[src/rtl/bcd_display_scanner.sv]
// Time-multiplexed 7-segment scanner for latched BCD digits.
// Each digit slot is one blank cycle followed by REFRESH_DIV-1 lit cycles. All outputs are registered.
module bcd_display_scanner #(
  parameter int unsigned NUM_DIGITS  = 4,
  parameter int unsigned REFRESH_DIV = 1000,
  parameter bit          SEG_ACT_LOW = 1'b1
) (
  input  logic                    input_CLK,
  input  logic                    input_RSTN,
  input  logic                    input_LOAD,
  input  logic [4*NUM_DIGITS-1:0] input_BCD,
  input  logic                    input_BLANK_LZ,
  output logic [NUM_DIGITS-1:0]   output_AN,
  output logic [6:0]              output_SEG,
  output logic [2:0]              output_IDX
);

  localparam int unsigned          CntW   = (REFRESH_DIV > 1) ? $clog2(REFRESH_DIV) : 1;
  localparam logic [CntW-1:0]      CntMax = CntW'(REFRESH_DIV - 1);
  localparam logic [2:0]           IdxMax = 3'(NUM_DIGITS - 1);
  localparam logic [6:0]           SegPol = {7{SEG_ACT_LOW}};
  localparam logic [NUM_DIGITS-1:0] AnPol = {NUM_DIGITS{SEG_ACT_LOW}};

  typedef enum logic {StBlank, StShow} state_e;

  state_e                  state_q;
  logic [CntW-1:0]         cnt_q;
  logic [2:0]              idx_q;
  logic [4*NUM_DIGITS-1:0] digits_q;

  logic [NUM_DIGITS-1:0] upper_zero;
  logic [NUM_DIGITS-1:0] an_onehot;
  logic [3:0]            cur_digit;
  logic                  cur_upper_zero;
  logic                  zero_run;
  logic                  lz_blank;
  logic [6:0]            seg_hi;

  function automatic logic [6:0] decode(input logic [3:0] d);
    logic [6:0] s;
    unique case (d)
      4'd0:    s = 7'h3F;
      4'd1:    s = 7'h06;
      4'd2:    s = 7'h5B;
      4'd3:    s = 7'h4F;
      4'd4:    s = 7'h66;
      4'd5:    s = 7'h6D;
      4'd6:    s = 7'h7D;
      4'd7:    s = 7'h07;
      4'd8:    s = 7'h7F;
      4'd9:    s = 7'h6F;
      default: s = 7'h40;  // non-BCD shows a dash rather than going dark
    endcase
    return s;
  endfunction

  // upper_zero[k]: digits k..NUM_DIGITS-1 are all zero.
  always_comb begin
    zero_run   = 1'b1;
    upper_zero = '0;
    for (int k = NUM_DIGITS - 1; k >= 0; k--) begin
      zero_run      = zero_run & (digits_q[4*k +: 4] == 4'd0);
      upper_zero[k] = zero_run;
    end
  end

  always_comb begin
    cur_digit      = 4'd0;
    cur_upper_zero = 1'b0;
    an_onehot      = '0;
    for (int k = 0; k < NUM_DIGITS; k++) begin
      if (idx_q == 3'(k)) begin
        cur_digit      = digits_q[4*k +: 4];
        cur_upper_zero = upper_zero[k];
        an_onehot[k]   = 1'b1;
      end
    end
    lz_blank = input_BLANK_LZ && (idx_q != 3'd0) && cur_upper_zero;
    seg_hi   = ((state_q == StShow) && !lz_blank) ? decode(cur_digit) : 7'h00;
  end

  always_ff @(posedge input_CLK or negedge input_RSTN) begin
    if (!input_RSTN) begin
      state_q    <= StBlank;
      cnt_q      <= '0;
      idx_q      <= 3'd0;
      digits_q   <= '0;
      output_AN  <= AnPol;
      output_SEG <= SegPol;
      output_IDX <= 3'd0;
    end else begin
      if (input_LOAD) digits_q <= input_BCD;

      output_AN  <= ((state_q == StShow) ? an_onehot : '0) ^ AnPol;
      output_SEG <= seg_hi ^ SegPol;
      output_IDX <= idx_q;

      unique case (state_q)
        StBlank: begin
          state_q <= StShow;
          cnt_q   <= cnt_q + CntW'(1);
        end
        StShow: begin
          if (cnt_q == CntMax) begin
            cnt_q   <= '0;
            idx_q   <= (idx_q == IdxMax) ? 3'd0 : idx_q + 3'd1;
            state_q <= StBlank;
          end else begin
            cnt_q <= cnt_q + CntW'(1);
          end
        end
        default: state_q <= StBlank;
      endcase
    end
  end

endmodule

[config.mk]
export PLATFORM = sky130hd
export DESIGN_NAME = bcd_display_scanner
export DESIGN_NICKNAME = d
export VERILOG_FILES = /design/src/rtl/bcd_display_scanner.sv
export SDC_FILE = /design/constraint.sdc
export NUM_CORES = 1
export LEC_CHECK = 0
export CAP_MARGIN = 20
export CORE_ASPECT_RATIO = 1.2
export CORE_MARGIN = 10
export CORE_UTILIZATION = 30
export CTS_BUF_LIST = sky130_fd_sc_hd__clkbuf_8 sky130_fd_sc_hd__clkbuf_16
export DETAILED_ROUTE_END_ITERATION = 8
export GPL_TIMING_DRIVEN = 1
export PLACE_DENSITY = 0.52
export SLEW_MARGIN = 20
export SYNTH_ARGS = -nofsm -noshare
export SYNTH_HDL_FRONTEND = slang
export SYNTH_SLANG_ARGS = --single-unit
export TNS_END_PERCENT = 100
[constraint.sdc]
create_clock -name input_CLK -period 4 [get_ports input_CLK]
set_input_delay 1 -clock input_CLK [delete_from_list [all_inputs] [get_ports input_CLK]]
set_output_delay 1 -clock input_CLK [all_outputs]
set_load 0.02 [all_outputs]
Figure 1. Selected gate families.
Scale bar: 20 µm.
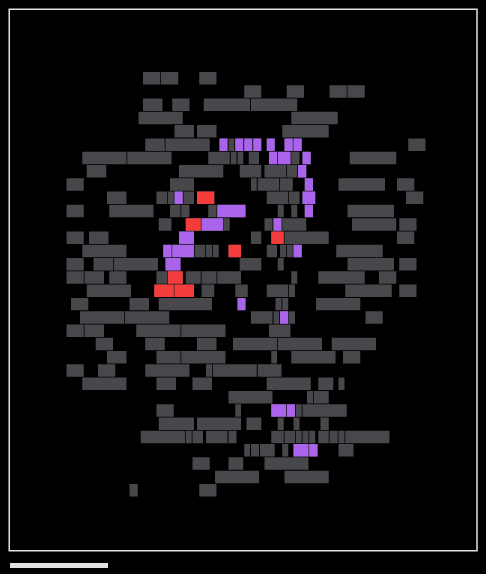
- red: AND-OR and OR-AND gates (cells 7; where center)
- purple: inverting AOI/OAI gates (cells 29)

Figure 2. Routed metal, one color a layer.
Two of the layers only.
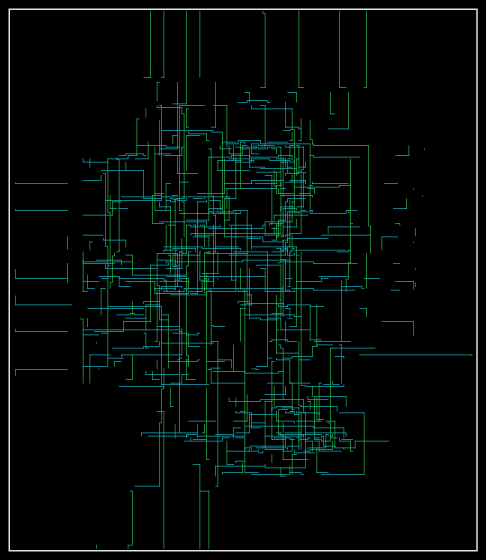
- green: met2 (wire length 1860 µm)
- cyan: met1 (wire length 1890 µm)
via count: 1396
total wire length after detailed routing: 4.11 mm
GR Util All Layers: 8.38%
WL per Instance: 13.7 µm

Figure 3. Clock wiring as the flow saved it.
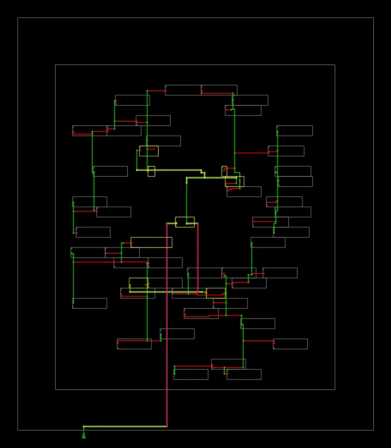
CTS Sinks: 44
sequential cell count: 44
power in the clock group: 332 µW

==> results.env <==
FMAX_MHz=378
MOST-COMMON-LAYOUT-CELLS='sky130_fd_sc_hd__dfrtp_1, sky130_fd_sc_hd__clkdlybuf4s50_1, sky130_fd_sc_hd__mux2_2, sky130_fd_sc_hd__nor2_1, sky130_fd_sc_hd__nand2_1'
P_LEAK_nW=1.06
WORSTREGTOREGCELLS=10
POST_CTS_BUFFERS=0
TIMING.RR.END='output_SEG[5]$_DFF_PN1_'
YOSYS_REGISTER_BITS=44
SETUP_TOTAL_NEGATIVE_SLACK_PS=0
CLOCKBUFFERDEPTH=2
SLOWEST_STAGE='sky130_fd_sc_hd__dfrtp_1'
SYNTH_ASYNC_SR_FLOP_SHARE_PCT=100
SLEW_VIOLATIONS=0
IO_BUFFERS=33
CRITICAL_PATH_CLASS='register to register'
RSZ0062_AT_GRT='false'
FLOORPLAN.DIE_AREA_UM2=10500
CP_CELL_SEQUENCE='inv_1 -> ha_1 -> nor2b_2 -> a221o_2 -> a32oi_2 -> inv_1 -> ha_1 -> or3_1 -> a21oi_1 -> o21ai_1'
END_KIND='register'
WARNING_COUNT=33
DETAIL-ROUTE-ANTENNA-NETS=0
HOLD_VIOLATIONS=0
TRITONCTS='yes'
NNETSFINAL=243
TOTAL_CELL_AREA_AT_THE_PLACEMENT_STAGE_UM2=2460
DRC=0
LARGEST_NET_DEGREE_AT_THE_START_OF_GLOBAL_ROUTING=45
MAX_CAP_VIOLATIONS=0
FIN_SKEW_PS=5.77
SETUP_VIOL=0
GPL.FINAL_WEIGHTED_CONGESTION=0.818
CRITICAL_PATH_PEAK_FANOUT=8
NUMBER_OF_GLOBAL_ROUTE_VIAS_BEFORE_REPAIR=1460
HOLD_BUFFERS=0
NETLIST-CELL-TYPE-COUNT=41
SYNTH_STAT.CELLS=177
WORSTSETUPSTARTPOINT='idx_q[1]$_DFFE_PN0P_'
ARRIVAL_PS=2860
DRIVE_GT1_SHARE_PCT=21.0
CLOCKROOTBUFFER='sky130_fd_sc_hd__clkbuf_8'
SYNTH.CELL_AREA_UM2=2050
CLOCK_TREE.HTREE_LEVEL_COUNT=2
DPL.HPWL_MM=3.05
VDD_IR_DROP_MAX_V=0.000122
WORSTPATHREQUIRED_PS=4220
HOLD_PATH_ENDPOINT='output_IDX[1]$_DFF_PN0_'
GRT.OVERFLOW.TOTAL=0
FINAL_COMMON_CELL='sky130_fd_sc_hd__dfrtp_1'
SETUP.REG_TO_REG.WORST_SLACK_PS=1360
CTS-BUFFERS-INSERTED=5
GRT_ANTENNA_BEFORE_REPAIR=0
CTS_RESIZED=0
YS.WARNINGS.COUNT=0
IO_PINS=34
HOLD_PATH_ORIGIN='idx_q[1]$_DFFE_PN0P_'
STATUS='finished clean'
SYNTH.YOSYS.CHIP_AREA_UM2=2050
POWER_PER_CELL_AREA_nW_PER_UM2=372
STARTPOINT_TYPE='register'
TIMING.SLEW.HEADROOM_PCT=47.0
PLACEMENT_ROWS=32
CRITICAL-PATH-MAX-STAGE-DELAY_PS=410
WORSTHOLDPATHTYPE='register to register'
FINALCLOCKPERIODUSAGE_PCT=66.1
CLK_PIN_SLEW_WORST_PATHS_PS=80
CLK_LATENCY_PS=300
TIMING.HOLD.WORST_PATH_DEPTH=0
DETAILEDROUTE.FIRSTITERATIONVIOLATIONS=53
SYN2LAYOUT_AREA_GROWTH_PCT=26.1
FLOORPLAN.CORE_UTIL_PCT=31.4
FINALINSTANCEAREA_UM2=2580
AVERAGE_CELL_AREA_AFTER_SYNTHESIS_UM2=11.6
SYNTH_CELLS=177
REG2REG_FROM='idx_q[1]$_DFFE_PN0P_'
TIGHTEST_SLEW_PS=792
ANT_DIODES=0
GRT_PASS1_WL_MM=7.08
NUMBER_OF_ENABLE_TYPE_REGISTER_CELLS_IN_THE_SYNTHESIZED_NETLIST=0
FP.COREAREA_UM2=6530
CRITPATHCAPTURE='output_SEG[5]$_DFF_PN1_'
SYN_NETS=207
ROUTED_VIA_DENSITY=4.67
DOMINANTREGCELLSYNTH='sky130_fd_sc_hd__dfrtp_1'
SEQUENTIAL_AREA_SHARE_AFTER_SYNTHESIS_PCT=54.4
DRTPASS1ITERATIONS=4
FIN_CRIT_PS=2640
Figure 4. Ports around the boundary.
Pins as bars across the die edge, other pins in gray.
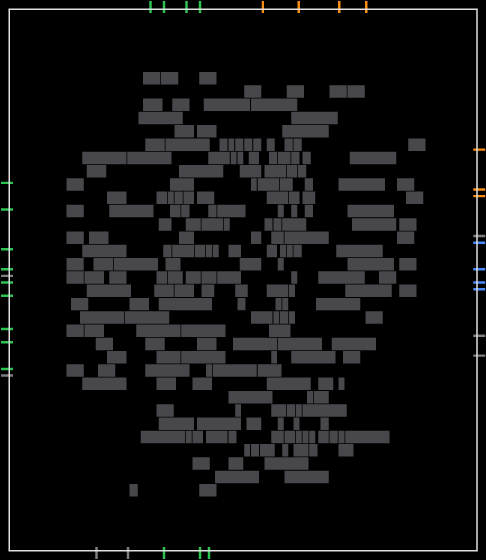
- orange: output_SEG (pins 7; direction output; edge 4 top, 3 right)
- green: input_BCD (pins 16; direction input; edge 9 left, 4 top, 3 bottom)
- blue: output_AN (pins 4; direction output; edge right)
- all pins by edge: 11 left, 10 right, 8 top, 5 bottom
Die W: 95.4 µm
die height: 111 µm

Figure 5. Register map, names as in the netlist.
Scale bar: 20 µm. Other sequential cells in the stronger gray, the rest of the logic in the fainter gray.
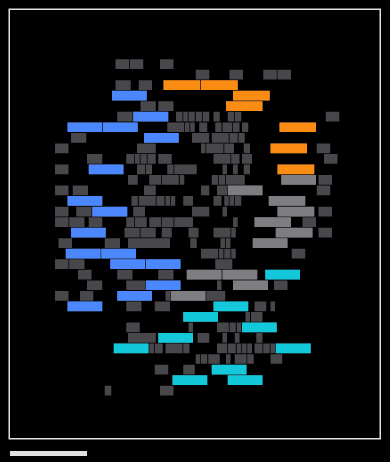
- blue: digits_q (flops 16)
- orange: output_SEG (flops 7)
- cyan: cnt_q (flops 10)
- not colored: 11

-- where the power goes --
part,internal (mW),switching (mW),leakage (nW)
clock network,0.183,0.149,0.0593
registers,0.480,0.0153,0.520
logic,0.0723,0.0623,0.481
total,0.735,0.227,1.06
-- layer usage --
layer  track usage [%]  vias up  share of wire (%)
li1                  -      698                  -
met1              10.1      661                 46
met2              12.7       33                 45
met3              3.25        4                7.0
met4              3.83        0                1.8
met5                 0        -                  0
-- critical path: cells and delay by family, from the launching register on --
kind / cells / cell delay [ps]
buf+inv: 2 / 240
compound gates: 4 / 920
flops: 1 / 410
simple gates: 2 / 460
fa+ha+maj: 2 / 540
-- flip-flops by register name, indices dropped and copies added (netlist names) --
register,count
digits_q,16
cnt_q,10
output_SEG,7
output_AN,4
idx_q,3
output_IDX,3
state_q,1
-- kinds of logic (layout without fill, tap and decap cells) --
| family | after synthesis | in the layout | synth area share, % |
|---|---|---|---|
| fa+ha+maj | 10 | 10 | 6.11 |
| xor+xnor | 6 | 6 | 2.57 |
| compound gates | 36 | 36 | 12.5 |
| simple gates | 53 | 53 | 13.1 |
| flops | 44 | 44 | 54.4 |
| mux | 16 | 16 | 8.80 |
| buf+inv | 12 | 49 | 2.44 |
-- layout make-up --
type,count,area (µm²)
repair buffers,34,345
clock buffers,5,68.8
inverters,7,26.3
well taps,85,106
clock inverters,3,38.8
multi-input cells,121,883
fillers,639,3940
flip-flops and latches,44,1110
-- metrics by stage --
stage                     util (%)  power [mW]  setup slack (ps)  hold slack, ps  instances
final                         39.6       0.962              1360             437        299
after global placement        37.6       0.640              1470             416        290
after detailed placement      37.6       0.640              1380             425        290
after global routing          39.6        1.01              1090             472        299
after CTS                     39.3       0.976              1350             445        298
after floorplan                  -       0.575              1620             352        177
-- synth_stat cells, types with 2 or more instances --
cell type	number	area [µm²]
sky130_fd_sc_hd__nor4_1	3	18.8
sky130_fd_sc_hd__nor2b_1	4	25.0
sky130_fd_sc_hd__and3_1	2	12.5
sky130_fd_sc_hd__a221o_2	2	22.5
sky130_fd_sc_hd__o21ai_1	4	20.0
sky130_fd_sc_hd__ha_1	10	125
sky130_fd_sc_hd__mux2_2	16	180
sky130_fd_sc_hd__nand3_1	5	25.0
sky130_fd_sc_hd__xnor2_1	2	17.5
sky130_fd_sc_hd__a211oi_1	2	15.0
sky130_fd_sc_hd__a21oi_1	6	30.0
sky130_fd_sc_hd__dfrtp_1	33	826
sky130_fd_sc_hd__o21ai_0	10	50.1
sky130_fd_sc_hd__nand3b_1	2	15.0
sky130_fd_sc_hd__o41ai_1	2	17.5
sky130_fd_sc_hd__a211oi_2	2	25.0
sky130_fd_sc_hd__nor3_1	2	10.0
sky130_fd_sc_hd__dfstp_2	11	289
sky130_fd_sc_hd__inv_1	7	26.3
sky130_fd_sc_hd__clkbuf_1	3	11.3
sky130_fd_sc_hd__nor2_1	14	52.6
sky130_fd_sc_hd__xor2_1	4	35.0
sky130_fd_sc_hd__nand2b_1	2	12.5
sky130_fd_sc_hd__nand2_1	12	45.0
Power and IR drop assume default switching activity.
